### Wiring by layer

Scale: 8 px per um.
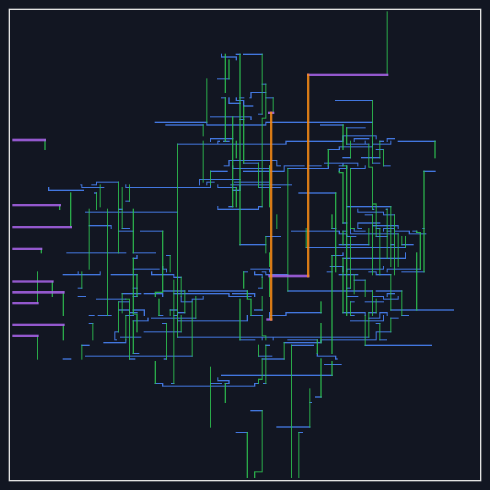
### Clock wiring as the flow saved it

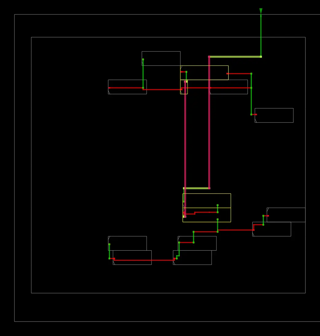
### Clock network drawn from the DEF

Scale: 4 px per um.
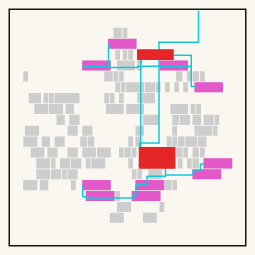
### Gate-type map

Scale: 4 px per um.
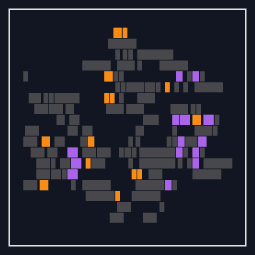
### Power grid

Scale: 6 px per um. Pins as bars on the die edge.
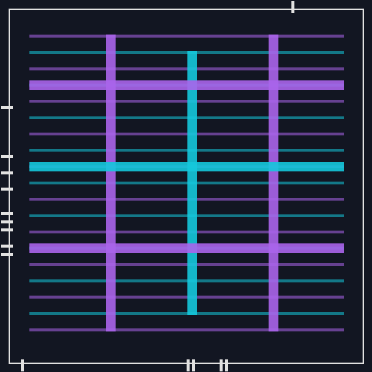
[config.mk]
export PLATFORM = sky130hd
export DESIGN_NAME = md_issue_ctrl
export DESIGN_NICKNAME = d
export VERILOG_FILES = /design/src/rtl/md_pkg.sv /design/src/rtl/md_busy_chk.sv /design/src/rtl/md_issue_ctrl.sv
export SDC_FILE = /design/constraint.sdc
export NUM_CORES = 1
export LEC_CHECK = 0
export ABC_AREA = 1
export CORE_MARGIN = 3
export CORE_UTILIZATION = 25
export CTS_BUF_LIST = sky130_fd_sc_hd__clkbuf_16
export CTS_CLUSTER_DIAMETER = 200
export CTS_CLUSTER_SIZE = 10
export DETAILED_ROUTE_END_ITERATION = 12
export GPL_ROUTABILITY_DRIVEN = 0
export PLACE_DENSITY = 0.45
export SYNTH_ARGS = -nofsm -noshare
export SYNTH_HDL_FRONTEND = slang
export SYNTH_SLANG_ARGS = --single-unit
[constraint.sdc]
create_clock -name clk -period 2.41 [get_ports clk]
set_clock_uncertainty 0.15 [all_clocks]
set_input_delay 0.482 -clock clk [delete_from_list [all_inputs] [get_ports clk]]
set_output_delay 0.482 -clock clk [all_outputs]
set_load 0.02 [all_outputs]
[src/rtl/md_pkg.sv]
// Shared MD issue definitions: opcodes, FSM state encoding, default latencies
// and opcode classification helpers.
package md_pkg;

  localparam logic [3:0] MD_NONE   = 4'd0;
  localparam logic [3:0] MD_MULT   = 4'd1;
  localparam logic [3:0] MD_MULTU  = 4'd2;
  localparam logic [3:0] MD_DIV    = 4'd3;
  localparam logic [3:0] MD_DIVU   = 4'd4;
  localparam logic [3:0] MD_MTLO   = 4'd5;
  localparam logic [3:0] MD_MTHI   = 4'd6;
  localparam logic [3:0] MD_MFHILO = 4'd7;
  localparam logic [3:0] MD_SWAP   = 4'd8;

  localparam int MD_MULT_CYCLES_DEF = 5;
  localparam int MD_DIV_CYCLES_DEF  = 10;

  typedef enum logic [1:0] {
    ST_IDLE   = 2'd0,
    ST_LAUNCH = 2'd1,
    ST_BUSY   = 2'd2
  } md_state_e;

  function automatic logic md_is_launch(input logic [3:0] op);
    return (op >= MD_MULT) && (op <= MD_DIVU);
  endfunction

  function automatic logic md_is_use(input logic [3:0] op);
    return (op >= MD_MULT) && (op <= MD_SWAP);
  endfunction

  // Reads of HI/LO need nothing from the E-stage unit, so they travel as a bubble.
  function automatic logic [3:0] md_issue_op(input logic [3:0] op);
    return (md_is_use(op) && (op != MD_MFHILO)) ? op : MD_NONE;
  endfunction

endpackage

[src/rtl/md_busy_chk.sv]
// Sticky comparator between the controller's own BUSY state and the busy flag
// reported back by the MD unit.
module md_busy_chk (
  input  logic clk,
  input  logic reset,
  input  logic busy_exp,
  input  logic busy_act,
  output logic mismatch
);

  logic mismatch_q, mismatch_d;

  always_comb begin
    mismatch_d = mismatch_q | (busy_exp != busy_act);
  end

  always_ff @(posedge clk) begin
    if (reset) mismatch_q <= 1'b0;
    else       mismatch_q <= mismatch_d;
  end

  assign mismatch = mismatch_q;

endmodule

[src/rtl/md_issue_ctrl.sv]
// MD issue/hazard controller: issues MD ops into E and stalls F/D while the unit is occupied.
// Optional busy-mirror checker compiled in with macro MD_BUSY_CHECK_EN.
module md_issue_ctrl
  import md_pkg::*;
#(
  parameter int MULT_CYCLES = MD_MULT_CYCLES_DEF,
  parameter int DIV_CYCLES  = MD_DIV_CYCLES_DEF
) (
  input  logic       clk,
  input  logic       reset,
  input  logic [3:0] D_MDOp,
  input  logic       D_StallIn,
  input  logic       E_Flush,
  input  logic       E_Busy,
  output logic [3:0] E_MDControl,
  output logic       Stall,
  output logic       Mismatch
);

  localparam logic [3:0] MULT_LOAD = 4'(MULT_CYCLES);
  localparam logic [3:0] DIV_LOAD  = 4'(DIV_CYCLES);

  md_state_e  state_q, state_d;
  logic [3:0] cnt_q, cnt_d;
  logic [3:0] e_md_ctrl_q, e_md_ctrl_d;
  logic       stall;

  always_comb begin
    stall       = md_is_use(D_MDOp) && (state_q != ST_IDLE);
    e_md_ctrl_d = (E_Flush || stall || D_StallIn) ? MD_NONE : md_issue_op(D_MDOp);
    state_d     = state_q;
    cnt_d       = cnt_q;
    case (state_q)
      ST_IDLE: begin
        if (md_is_launch(e_md_ctrl_d)) state_d = ST_LAUNCH;
      end
      ST_LAUNCH: begin
        state_d = ST_BUSY;
        cnt_d   = (e_md_ctrl_q <= MD_MULTU) ? MULT_LOAD : DIV_LOAD;
      end
      ST_BUSY: begin
        cnt_d = cnt_q - 4'd1;
        // A zero-length parameter lands here with cnt 0; treat it as done too.
        if (cnt_q <= 4'd1) begin
          cnt_d   = 4'd0;
          state_d = md_is_launch(e_md_ctrl_d) ? ST_LAUNCH : ST_IDLE;
        end
      end
      default: begin
        state_d = ST_IDLE;
        cnt_d   = 4'd0;
      end
    endcase
  end

  always_ff @(posedge clk) begin
    if (reset) begin
      state_q     <= ST_IDLE;
      cnt_q       <= 4'd0;
      e_md_ctrl_q <= MD_NONE;
    end else begin
      state_q     <= state_d;
      cnt_q       <= cnt_d;
      e_md_ctrl_q <= e_md_ctrl_d;
    end
  end

  assign E_MDControl = e_md_ctrl_q;
  assign Stall       = stall;

`ifdef MD_BUSY_CHECK_EN
  md_busy_chk u_busy_chk (
    .clk      (clk),
    .reset    (reset),
    .busy_exp (state_q == ST_BUSY),
    .busy_act (E_Busy),
    .mismatch (Mismatch)
  );
`else
  logic unused_e_busy;
  assign unused_e_busy = E_Busy;
  assign Mismatch      = 1'b0;
`endif

endmodule

==> impl_metrics.toml <==
# physical design summary
[hold_path]
worst_hold_startpoint = "cnt_q[3]$_SDFFE_PP0N_"

[clock_network]
cts.path.max_buffers = 2
clock-root-buffer = "clkbuf_16"
post-cts-setup-buffers = 0

[power_and_ir_drop]
clock_net_power_w = 0.000292
power.clock.fraction_pct = 36.2
switching_share_pct = 34.3

[synthesis]
ys_top_cells_by_area = "dfxtp_1 29%, ha_1 13%, nand2_1 9.7%, inv_1 8.6%, nand3_2 5.8%"
synth.yosys.chip_area_um2 = 696
ys_sh_xor_pct = 1.26
netlist-cell-type-count = 24
top_area_cell_type_share_of_the_netlist_area_pct = 28.8

[run_status]
status = "complete, no violations"

[sta]
timing.final.hold_violations = 0

[global_route]
grtUsageMet2_pct = 15.6
grt.busiest_layer = "met2"

[setup_path]
crit_family = "buffers and inverters"
worst_r2r_startpoint = "state_q[0]$_SDFFE_PP0P_"

[run]
openroad.warnings = 32

[layout]
finalNetCount = 135

[detailed_routing]
vias_per_cell = 4.36
-- 'Wiring by layer' (at the start) --
Blue marks M1, wire length 646 um. Orange marks M4, wire length 51.0 um. Green marks M2, wire length 619 um. Purple marks M3, wire length 58.6 um.

-- 'Clock wiring as the flow saved it' (at the start) --
FF+latch count: 10
CTS buffer count: 3
insertion delay of the later-clocked pin in the worst-skew pair: 230 ps

-- 'Clock network drawn from the DEF' (at the start) --
Magenta marks flip-flops, count 10. Red marks clock-net drivers, count 3. Cyan marks clock wires, length 179 um.
There are 4 routed clock nets.

-- 'Gate-type map' (at the start) --
Purple marks aoi and oai cells, cells 14. Orange marks nor cells, cells 14, most used nor2_1.

-- 'Power grid' (at the start) --
Cyan marks VDD. Purple marks VSS.
15 signal pins sit on the boundary. The core has 18 rows. 3 straps on met5. 3 straps on met4. 19 met1 rails follow the rows.
Worst VDD drop: 422 uV
horizontal die size: 58.8 um
die extent in y: 58.8 um
total core area: 2570 um^2

